[src/rtl/usb_tx_pkg.sv]
// usb_tx_pkg: shared state type and constants for the USB full-speed transmit path.
package usb_tx_pkg;
  typedef enum logic [2:0] {IDLE, SYNC, DATA, CRC, EOP_SE0, EOP_J} tx_state_t;
  localparam logic [7:0]  SYNC_PATTERN   = 8'b1000_0000;
  localparam logic [15:0] CRC16_POLY     = 16'h8005;
  localparam logic [15:0] CRC16_INIT     = 16'hFFFF;
  localparam logic [15:0] CRC16_RESIDUAL = 16'h800D;
  function automatic logic crc16_residual_ok(input logic [15:0] crc);
    return crc == CRC16_RESIDUAL;
  endfunction
endpackage

[src/rtl/usb_tx_ctrl_crc16.sv]
// usb_crc16: serial CRC-16 (poly 0x8005), MSB-of-register form; the register read MSB-first is the LSB-first wire order.
module usb_crc16
  import usb_tx_pkg::*;
(
  input  logic        clk,
  input  logic        rst,
  input  logic        i_init,
  input  logic        i_en,
  input  logic        i_bit,
  output logic [15:0] o_crc
);
  logic [15:0] r_crc;
  always_ff @(posedge clk or posedge rst)
    if (rst) r_crc <= CRC16_INIT;
    else if (i_init) r_crc <= CRC16_INIT;
    else if (i_en) r_crc <= {r_crc[14:0], 1'b0} ^ ((i_bit ^ r_crc[15]) ? CRC16_POLY : 16'h0000);
  assign o_crc = r_crc;
endmodule

[src/rtl/usb_tx_ctrl.sv]
// usb_tx_ctrl: USB FS transmit sequencer emitting SYNC, bit-stuffed LSB-first payload and EOP.
// Define USB_TX_CRC16_EN to append the complemented CRC16 of the non-PID bytes before EOP.
module usb_tx_ctrl
  import usb_tx_pkg::*;
#(
  parameter int SYNC_BITS    = 8,
  parameter int STUFF_LEN    = 6,
  parameter int EOP_SE0_BITS = 2
) (
  input  logic       clk,
  input  logic       rst,
  input  logic       bit_en,
  input  logic [7:0] in_data,
  input  logic       in_valid,
  input  logic       in_last,
  output logic       in_ready,
  output logic       bit_out,
  output logic       bit_stb,
  output logic       se0,
  output logic       tx_active,
  output logic       tx_done,
  output logic       underrun
);
  tx_state_t  r_state;
  logic [7:0] r_shreg;
  logic [7:0] r_bit_cnt;
  logic [7:0] r_ones_cnt;
  logic       r_last;
  logic       r_bit_out;
  logic       r_bit_stb;
  logic       r_se0;
  logic       r_tx_active;
  logic       r_tx_done;
  logic       r_underrun;
  logic       w_stuff;
  logic       w_adv;
  logic       w_emit;
  logic       w_byte_end;
  logic       w_sync_bit;
  logic       w_crc_bit;
  logic       w_to_crc;
  logic       w_tx_bit;
  assign w_stuff    = (r_ones_cnt == 8'(STUFF_LEN)) && (r_state != SYNC);
  assign w_adv      = bit_en && !w_stuff;
  assign w_byte_end = (r_state == DATA) && w_adv && (r_bit_cnt == 8'd7);
  assign w_sync_bit = (SYNC_BITS == 8) ? SYNC_PATTERN[r_bit_cnt[2:0]] : (r_bit_cnt == 8'(SYNC_BITS - 1));
  assign w_tx_bit   = (r_state == SYNC) ? w_sync_bit : (r_state == CRC) ? w_crc_bit : r_shreg[0];
  // a pending stuff bit is still owed after the last payload bit, before SE0 starts
  assign w_emit     = bit_en && ((r_state == SYNC) || (r_state == DATA) || (r_state == CRC) || (r_state == EOP_SE0 && w_stuff));
  assign in_ready   = (r_state == IDLE) ? in_valid : (w_byte_end && !r_last && in_valid);
`ifdef USB_TX_CRC16_EN
  logic        r_pid;
  logic [15:0] w_crc;
  usb_crc16 u_crc (
    .clk    (clk),
    .rst    (rst),
    .i_init (r_state == IDLE),
    .i_en   ((r_state == DATA) && w_adv && !r_pid),
    .i_bit  (r_shreg[0]),
    .o_crc  (w_crc)
  );
  assign w_crc_bit = ~w_crc[4'd15 - r_bit_cnt[3:0]];
  assign w_to_crc  = !r_pid;
  always_ff @(posedge clk or posedge rst)
    if (rst) r_pid <= 1'b0;
    else if (in_ready) r_pid <= (r_state == IDLE);
`else
  assign w_crc_bit = 1'b0;
  assign w_to_crc  = 1'b0;
`endif
  always_ff @(posedge clk or posedge rst)
    if (rst) begin
      r_state     <= IDLE;
      r_shreg     <= '0;
      r_bit_cnt   <= '0;
      r_ones_cnt  <= '0;
      r_last      <= 1'b0;
      r_bit_out   <= 1'b0;
      r_bit_stb   <= 1'b0;
      r_se0       <= 1'b0;
      r_tx_active <= 1'b0;
      r_tx_done   <= 1'b0;
      r_underrun  <= 1'b0;
    end else begin
      r_bit_stb  <= 1'b0;
      r_tx_done  <= 1'b0;
      r_underrun <= 1'b0;
      if (w_emit) begin
        r_bit_stb  <= 1'b1;
        r_bit_out  <= w_stuff ? 1'b0 : w_tx_bit;
        r_ones_cnt <= (!w_stuff && w_tx_bit) ? r_ones_cnt + 8'd1 : 8'd0;
      end
      case (r_state)
        IDLE: if (in_valid) begin
          r_state     <= SYNC;
          r_bit_cnt   <= '0;
          r_ones_cnt  <= '0;
          r_tx_active <= 1'b1;
        end
        SYNC: if (bit_en) begin
          r_bit_cnt <= (r_bit_cnt == 8'(SYNC_BITS - 1)) ? 8'd0 : r_bit_cnt + 8'd1;
          if (r_bit_cnt == 8'(SYNC_BITS - 1)) r_state <= DATA;
        end
        DATA: if (w_adv) begin
          r_shreg   <= {1'b0, r_shreg[7:1]};
          r_bit_cnt <= (r_bit_cnt == 8'd7) ? 8'd0 : r_bit_cnt + 8'd1;
          if (r_bit_cnt == 8'd7 && r_last) r_state <= w_to_crc ? CRC : EOP_SE0;
          else if (r_bit_cnt == 8'd7 && !in_valid) begin
            r_underrun <= 1'b1;
            r_state    <= EOP_SE0;
          end
        end
        CRC: if (w_adv) begin
          r_bit_cnt <= (r_bit_cnt == 8'd15) ? 8'd0 : r_bit_cnt + 8'd1;
          if (r_bit_cnt == 8'd15) r_state <= EOP_SE0;
        end
        EOP_SE0: if (w_adv) begin
          r_se0     <= 1'b1;
          r_bit_cnt <= r_bit_cnt + 8'd1;
          if (r_bit_cnt == 8'(EOP_SE0_BITS - 1)) r_state <= EOP_J;
        end
        EOP_J: if (bit_en) begin
          r_se0       <= 1'b0;
          r_tx_done   <= 1'b1;
          r_tx_active <= 1'b0;
          r_state     <= IDLE;
        end
        default: r_state <= IDLE;
      endcase
      if (in_ready) begin
        r_shreg   <= in_data;
        r_last    <= in_last;
        r_bit_cnt <= '0;
      end
    end
  assign bit_out   = r_bit_out;
  assign bit_stb   = r_bit_stb;
  assign se0       = r_se0;
  assign tx_active = r_tx_active;
  assign tx_done   = r_tx_done;
  assign underrun  = r_underrun;
endmodule
[config.mk]
export PLATFORM = sky130hd
export DESIGN_NAME = usb_tx_ctrl
export DESIGN_NICKNAME = d
export VERILOG_FILES = /design/src/rtl/usb_tx_pkg.sv /design/src/rtl/usb_tx_ctrl_crc16.sv /design/src/rtl/usb_tx_ctrl.sv
export SDC_FILE = /design/constraint.sdc
export NUM_CORES = 1
export LEC_CHECK = 0
export CAP_MARGIN = 30
export CORE_UTILIZATION = 60
export DETAILED_ROUTE_END_ITERATION = 16
export PLACE_DENSITY = 0.89
export SYNTH_ARGS = -nofsm -noshare
export SYNTH_HDL_FRONTEND = slang
export SYNTH_SLANG_ARGS = --single-unit
[constraint.sdc]
create_clock -name clk -period 4.9 [get_ports clk]
set_input_delay 0.49 -clock clk [delete_from_list [all_inputs] [get_ports clk]]
set_output_delay 0.49 -clock clk [all_outputs]
set_load 0.01 [all_outputs]
==> results.cfg, run 1 <==
; yosys + openroad results
[clocking]
clk_latency_ps = 340
cts_max_level = 2
post_cts_resized = 0
postCtsHoldBufs = 0
cts-root-buf = clkbuf_4

[synthesis]
ys_seq_share_pct = 42.1
synth_nets = 237
netlist_instances = 219
synthMostInstantiatedCell = dfrtp_1
ys_cells = 219
synth_warnings = 0
synth_cell_types = 51

[critical_path]
cp-start-kind = input port
crit_fanout = 10
slowest_stage = a2111oi_4
crit_top_cell = clkdlybuf4s50_1
crit_buf_inv = 3
cpPeakStageDelay_ps = 750
cp_top_family = buffers and inverters

[run_status]
status = completed

[global_routing]
antenna_found_initial = 0
grt_pass1_wl_um = 7140

[route]
initialDrtViolationCount = 108

[floorplan]
die_area_sq_mm = 0.00361

[worst_hold_path]
min_from = r_last

[layout]
comb_area_sq_mm = 0.00107
register_area_sq_um = 851

[sta]
maxSlewViolCount = 0
finalCritPeriodShare_pct = 71.0
rsz0062_at_grt = no

[placement]
placed_area_sq_mm = 0.00223
==> run 1: power breakdown <==
group	internal, mW	switching (mW)
Clock	0.0695	0.0936
Combinational	0.134	0.141
Sequential	0.358	0.0930
==> run 1: registers in the layout, indices dropped and copies added (netlist names) <==
register    flops
bit_out         1
r_last          1
tx_done         1
r_ones_cnt      8
underrun        1
r_bit_cnt       8
r_state         3
r_shreg         8
tx_active       1
se0             1
bit_stb         1
==> run 1: stage by stage <==
step / total power, mW / cells / worst slack (ps) / util [%] / hold WS, ps
CTS: 0.891 / 282 / 1430 / 73.1 / 507
detailed placement: 0.728 / 274 / 1460 / 71.2 / 495
finish: 0.889 / 282 / 1420 / 73.1 / 504
global route: 0.953 / 282 / 1320 / 73.1 / 545
floorplan: 0.644 / 219 / 2620 / - / 443
global placement: 0.714 / 274 / 1490 / 71.2 / 461
==> run 1: worst paths after layout <==
kind	to	slack, ps	depth (start not counted)
setup / recovery	in_ready	1420	6
hold / removal	underrun	500	1
setup reg to reg	r_shreg[1]	2590	5
hold reg to reg	underrun	500	1
max in group asynchronous	r_bit_cnt[5]	3680	3
min in group asynchronous	r_ones_cnt[1]	540	2
==> run 1: kinds of logic (layout without fill, tap and decap cells) <==
kind of cell / Yosys count / after routing / synth area share (%)
flip-flops: 34 / 34 / 42.1
buffers and inverters: 24 / 43 / 5.14
XOR/XNOR: 2 / 2 / 0.866
AND/OR/NAND/NOR: 82 / 82 / 22.3
adder cells (fa/ha/maj): 5 / 5 / 3.09
multiplexers: 4 / 4 / 1.98
AND-OR/OR-AND: 68 / 68 / 24.5
==> run 1: per-layer routing <==
metal  vias up  GRT usage (%)  routed length (um)
met1       819           34.1                1800
met2        53           43.0                2040
met3         8           5.41                 191
li1        846              -                   -
met5         -              0                   0
met4         0           12.6                  68
==> run 1: worst reg2reg max path, delay by kind of cell, from the launching register on <==
| kind | cells | cell delay, ps |
|---|---|---|
| buffers and inverters | 1 | 190 |
| AOI/OAI and AO/OA | 4 | 1270 |
| DFF | 1 | 730 |
==> run 1: area by class of cell <==
| type | instances | area share [%] |
|---|---|---|
| multi-input combinational | 161 | 46.7 |
| sequential | 34 | 37.2 |
| timing repair buffer | 20 | 8.64 |
| inverter | 15 | 2.46 |
| clock buffer | 7 | 2.41 |
| tap | 44 | 2.41 |
| clock inverter | 1 | 0.219 |
==> run 1: placed cells by master (no fill, tap or decap), types with 7 or more instances in the layout <==
cell | synthesis | layout
dfrtp_1 | 34 | 34
nor2_1 | 19 | 19
clkdlybuf4s50_1 | 0 | 19
nand2_1 | 18 | 18
inv_1 | 15 | 15
o21ai_0 | 15 | 15
nand3_1 | 11 | 11
o22ai_1 | 11 | 11
a21oi_1 | 11 | 11
a31oi_1 | 7 | 7
### Local utilization, run 1

The die is cut into 6 by 6 equal tiles; dark blue is low, red is high, 0 to 100% covered.
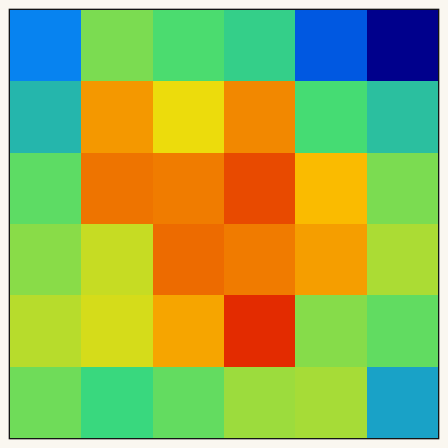
emptiest ninth of the die: north-east
mean over tiles: 62%
fullest tile: 95%
densest ninth of the die: center

### Clock network drawn from the DEF, run 1

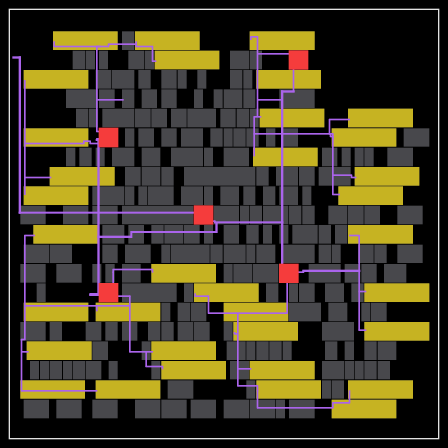
[flip-flops] yellow | count: 34
[cells driving clock nets] red | count: 5
[clock wires] purple | length: 420 um
routed clock nets: 6

### Metal layers overlaid, run 1

The bar under the picture is 20 um long.
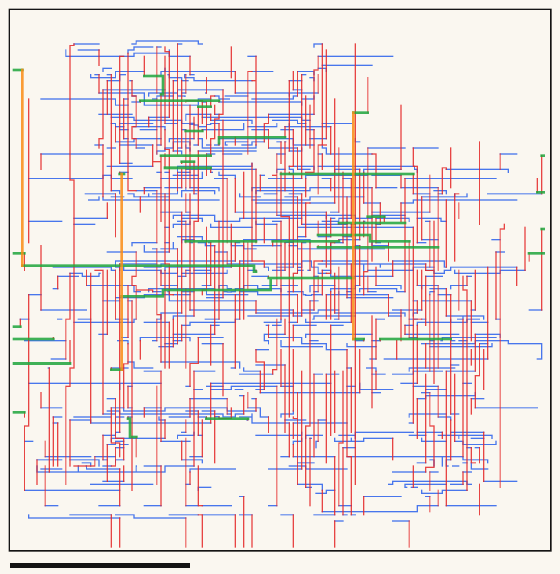
[met2] red | wire length: 2040 um
[met1] blue | wire length: 1800 um
[met3] green | wire length: 191 um
[met4] orange | wire length: 68.7 um
Routed WL per cell: 14.5 um
Total Routed Length: 4100 um
vias: 1726
total track usage: 26.6%

### Routing congestion map, run 1

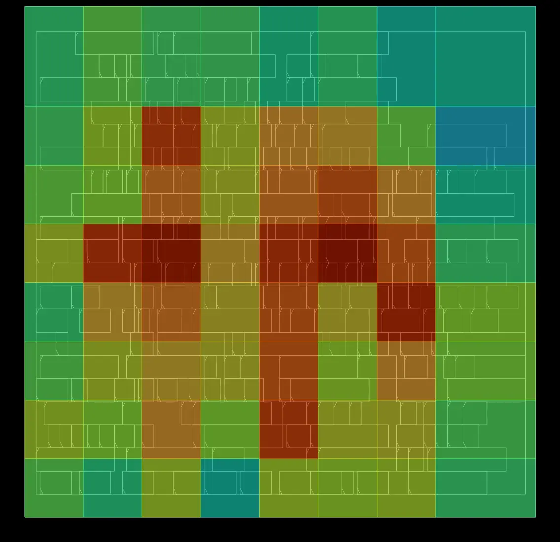
met3 GRT Util: 5.41%
global routing's busiest layer: met2
fraction of met2 tracks used by global routing: 43.0%
GR Layer Usage met1: 34.1%

==> run 2: changes to the inputs <==
CORE_UTILIZATION = 51   (was 60)
PLACE_DENSITY = 0.81   (was 0.89)
clock period = 3 ns   (was 4.9 ns; I/O delays follow)
==> results.cfg, run 2 <==
; yosys + openroad results
[run_status]
status = completed

[global_routing]
grt_usage_pct = 21.7
grt_pass1_wl_um = 6980
antenna_found_initial = 0

[route]
wirelength_um = 4000
initialDrtViolationCount = 129
dr.pass1.iters = 5
num_vias = 1683
wl_per_cell_um = 13.7

[layout]
comb_area_sq_mm = 0.00107
register_area_sq_um = 851
top_regs = r_bit_cnt: 8 flops, r_ones_cnt: 8 flops, r_shreg: 8 flops
layout_top_cell = dfrtp_1
lay_top_cells = 34 x dfrtp_1, 19 x nor2_1, 19 x clkdlybuf4s50_1

[clocking]
cts_max_level = 2
postCtsHoldBufs = 0
cts_tree = done
cts-root-buf = clkbuf_8
cts_buffer_depth = 2
clk_latency_ps = 280

[synthesis]
ys_cells = 219
synthMostInstantiatedCell = dfrtp_1
ys_area_sq_mm = 0.00202
ys_seq_share_pct = 42.1
synth_nets = 237
netlist_instances = 219
synth_cell_types = 51
synth_warnings = 0
synth-async-reset-ratio_pct = 100

[sta]
holdWs_ps = 401
finalCritPeriodShare_pct = 94.0

[critical_path]
worstPathArrival_ps = 2520
crit_fanout = 8

[placement]
post-place-cells = 283
placed_area_sq_mm = 0.00227

[floorplan]
die_area_sq_mm = 0.00422
## run 2: cell count changes in the layout (fill, tap and decap cells not counted), sizes merged
cell and delta:
buf +5
## run 2: report_power, final
group	leakage, nW	total, mW	internal (mW)	switching, mW
Combinational	0.527	0.455	0.225	0.230
Sequential	0.413	0.737	0.585	0.151
Clock	0.0482	0.343	0.185	0.158
## run 2: cells by family (layout without fill, tap and decap cells)
| group | after synthesis | after routing | share of synthesized area (%) |
|---|---|---|---|
| AOI/OAI and AO/OA | 68 | 68 | 24.5 |
| xor gates and xnor gates | 2 | 2 | 0.866 |
| adders and majority gates | 5 | 5 | 3.09 |
| buffers and inverters | 24 | 48 | 5.14 |
| DFF | 34 | 34 | 42.1 |
| muxes | 4 | 4 | 1.98 |
| and+or+nand+nor | 82 | 82 | 22.3 |
## run 2: per-stage QoR
step	worst slack, ps	total power [mW]	util (%)
after floorplan	913	1.05	-
after global placement	506	1.18	60.6
after detailed placement	474	1.20	60.6
after CTS	155	1.55	63.1
after global routing	44.7	1.64	63.1
final	179	1.53	63.1
## run 2: layout make-up
class	instances	area share (%)
clock inverter	1	0.212
sequential	34	36.0
clock buffer	7	3.66
inverter	15	2.38
tap	48	2.54
multi-input combinational	161	45.2
timing repair buffer	25	9.96
## run 2: metal layers
metal | GRT usage, % | share of wire [%] | vias to the layer above
met5 | 0 | 0 | -
met3 | 5.28 | 4.0 | 7
li1 | - | - | 854
met2 | 34.5 | 46 | 34
met1 | 28.5 | 48 | 788
met4 | 8.06 | 1.7 | 0
## run 2: worst paths after layout
| kind | from | to | slack (ps) | cells past startpoint |
|---|---|---|---|---|
| worst max-delay path | r_bit_cnt[4] | in_ready | 180 | 5 |
| worst min-delay path | rst | bit_out | 400 | 3 |
| worst max register to register | r_state[0] | r_ones_cnt[5] | 810 | 5 |
| worst min register to register | r_last | underrun | 480 | 1 |
| max in group asynchronous | rst | r_state[1] | 2300 | 3 |
| min in group clk | r_last | underrun | 480 | 1 |
## run 2: worst max-delay path, stage by stage, from the launching register on
cell and delay, ps:
dfrtp_1 430, or4_4 610, nor3_2 310, a31oi_4 200
inv_1 140, clkdlybuf4s50_1 550
### Selected gate families, run 2

The bar under the picture is 20 um long.
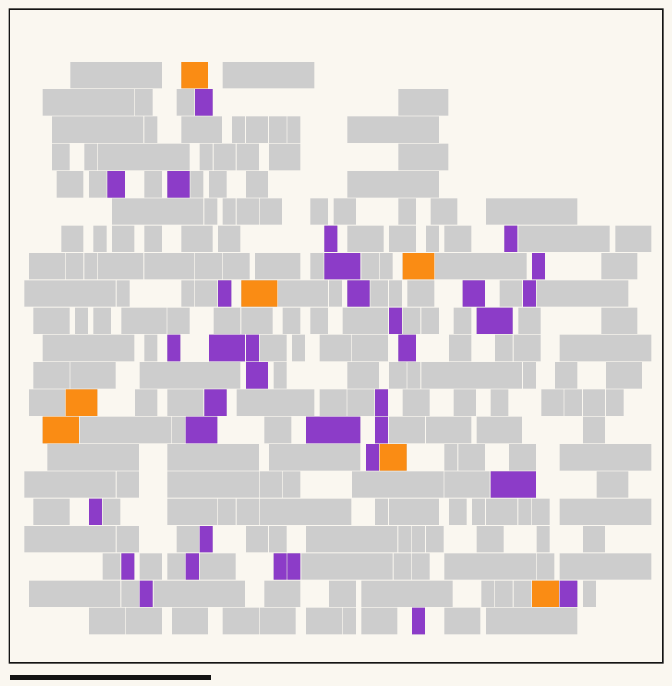
[NOR gates] purple | cells: 34 | most used: nor2_1
[AND-OR and OR-AND gates] orange | cells: 7

### Local utilization, run 2

The die is cut into 6 by 6 equal tiles; dark blue is low, red is high, 0 to 100% covered.
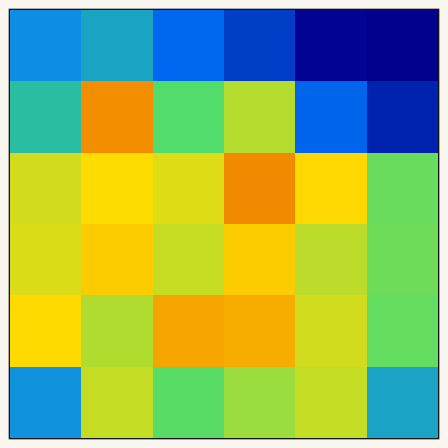
emptiest ninth of the die: north-east
tiles over 75% full: 22%
mean over tiles: 55%
fullest tile: 84%
nearly empty tiles: 5.6%

### Metal layers overlaid, run 2

The bar under the picture is 20 um long.
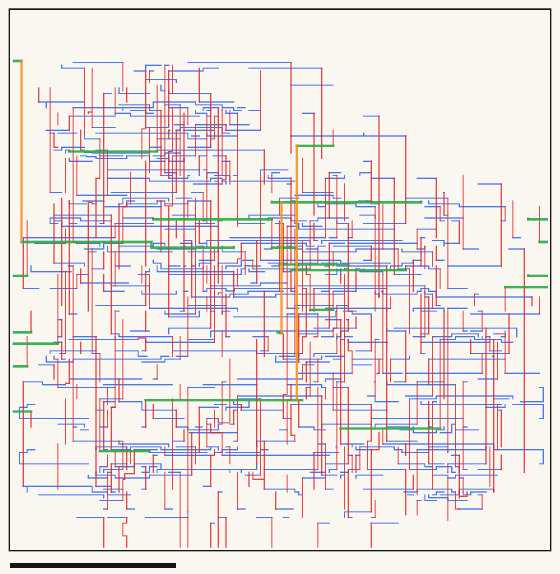
[met3] green | wire length: 162 um
[met4] orange | wire length: 68.0 um
[met2] red | wire length: 1850 um
[met1] blue | wire length: 1910 um

==> run 3: changes to the inputs <==
CAP_MARGIN = unset   (was 30)
SKIP_LAST_GASP = 1   (was unset)
==> results.cfg, run 3 <==
; yosys + openroad results
[critical_path]
crit_buf_inv = 2
worstPathArrival_ps = 2520
slowest_stage = or4_4

[placement]
placed_area_sq_mm = 0.00227
preCtsSetupSlack_ps = 474

[route]
initialDrtViolationCount = 129
dr.pass1.iters = 5
wirelength_um = 4000
num_vias = 1683

[floorplan]
die_area_sq_mm = 0.00422

[synthesis]
synth-async-reset-ratio_pct = 100
synth_nets = 237
synthMostInstantiatedCell = dfrtp_1
synth_warnings = 0
synth_cell_types = 51
ys_area_sq_mm = 0.00202
netlist_instances = 219

[layout]
top_regs = r_bit_cnt: 8 flops, r_ones_cnt: 8 flops, r_shreg: 8 flops
fin_util_pct = 63.1

[sta]
setup_ws_ps = 179
finalCritPeriodShare_pct = 94.0

[run_status]
status = completed

[global_routing]
antenna_found_initial = 0
grt_usage_pct = 21.7

[pwr]
power.total_mw = 1.53

[clocking]
postCtsHoldBufs = 0
cts_buffer_depth = 2
cts_max_level = 2
==> run 3: cell counts in the layout (fill, tap and decap cells not counted) <==
Identical to the previous run, type by type.
==> run 3: logic make-up after synthesis <==
kind of cell               synth area share [%]
and+or+nand+nor                            22.3
AOI/OAI and AO/OA                          24.5
DFF                                        42.1
buffers and inverters                      5.14
adders and majority gates                  3.09
muxes                                      1.98
xor gates and xnor gates                  0.866
==> run 3: worst paths after layout <==
check                        startpoint             to  slack, ps  cells past startpoint
max                        r_bit_cnt[4]       in_ready        180                      5
min                                 rst        bit_out        400                      3
max reg2reg                  r_state[0]  r_ones_cnt[5]        810                      5
min reg2reg                      r_last       underrun        480                      1
max in group asynchronous           rst     r_state[1]       2300                      3
min in group clk                 r_last       underrun        480                      1
==> run 3: area by class of cell <==
type                    count  area (sq um)  area share [%]
multi-input cells         161          1070            45.2
inverters                  15          56.3            2.38
clock buffers               7          86.3            3.66
repair buffers             25           235            9.96
flip-flops and latches     34           851            36.0
well taps                  48          60.1            2.54
clock inverters             1          5.00           0.212
==> run 3: per-layer routing <==
metal | share of wire, % | vias up | global-route usage [%] | wire, um
met2 | 46 | 34 | 34.5 | 1850
met3 | 4.0 | 7 | 5.28 | 161
met1 | 48 | 788 | 28.5 | 1910
met5 | 0 | - | 0 | 0
met4 | 1.7 | 0 | 8.06 | 68
li1 | - | 854 | - | -
==> run 3: report_power, final <==
group,switching [mW],internal (mW),leakage [nW]
Combinational,0.230,0.225,0.527
Sequential,0.151,0.585,0.413
Clock,0.158,0.185,0.0482
Total,0.540,0.995,0.988
==> run 3: worst min-delay path, delay by kind of cell <==
family                 cells  cell delay, ps
buffers and inverters      3             810
==> run 3: per-stage QoR <==
stage,hold WS [ps],std cells
after floorplan,371,219
after global placement,464,283
after detailed placement,476,283
after CTS,417,291
after global routing,459,291
final,401,291
### Metal layers overlaid, run 3

The bar under the picture is 20 um long.
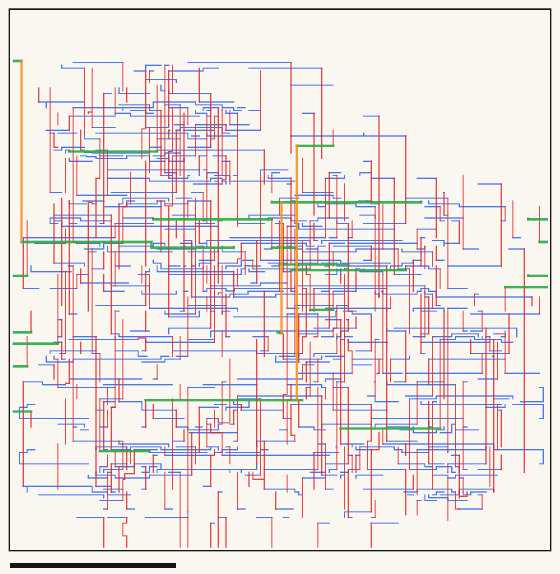
[met2] red | wire length: 1850 um
[met1] blue | wire length: 1910 um
[met3] green | wire length: 162 um
[met4] orange | wire length: 68.0 um

### Clock network drawn from the DEF, run 3

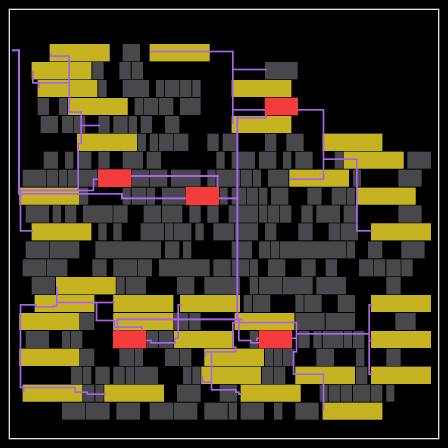
[cells driving clock nets] red | count: 5
[clock wires] purple | length: 429 um
[flip-flops] yellow | count: 34
routed clock nets: 6
flops lie: widely spread

### Selected gate families, run 3

The bar under the picture is 20 um long.
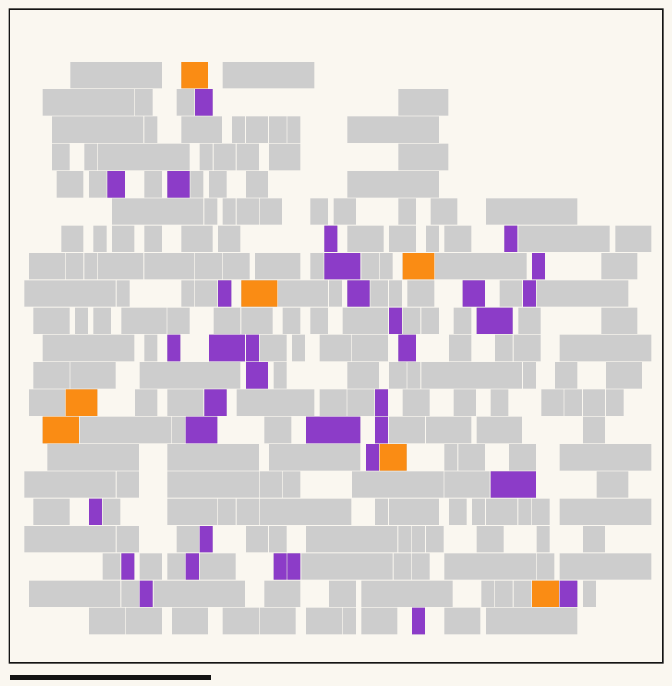
[NOR gates] purple | cells: 34 | most used: nor2_1
[AND-OR and OR-AND gates] orange | cells: 7
Comb area share: 45.2%
Top cell excl fill/tap: dfrtp_1
Non-Filler Instances: 291

No activity file was given, so power comes from the tool's default toggle rates.
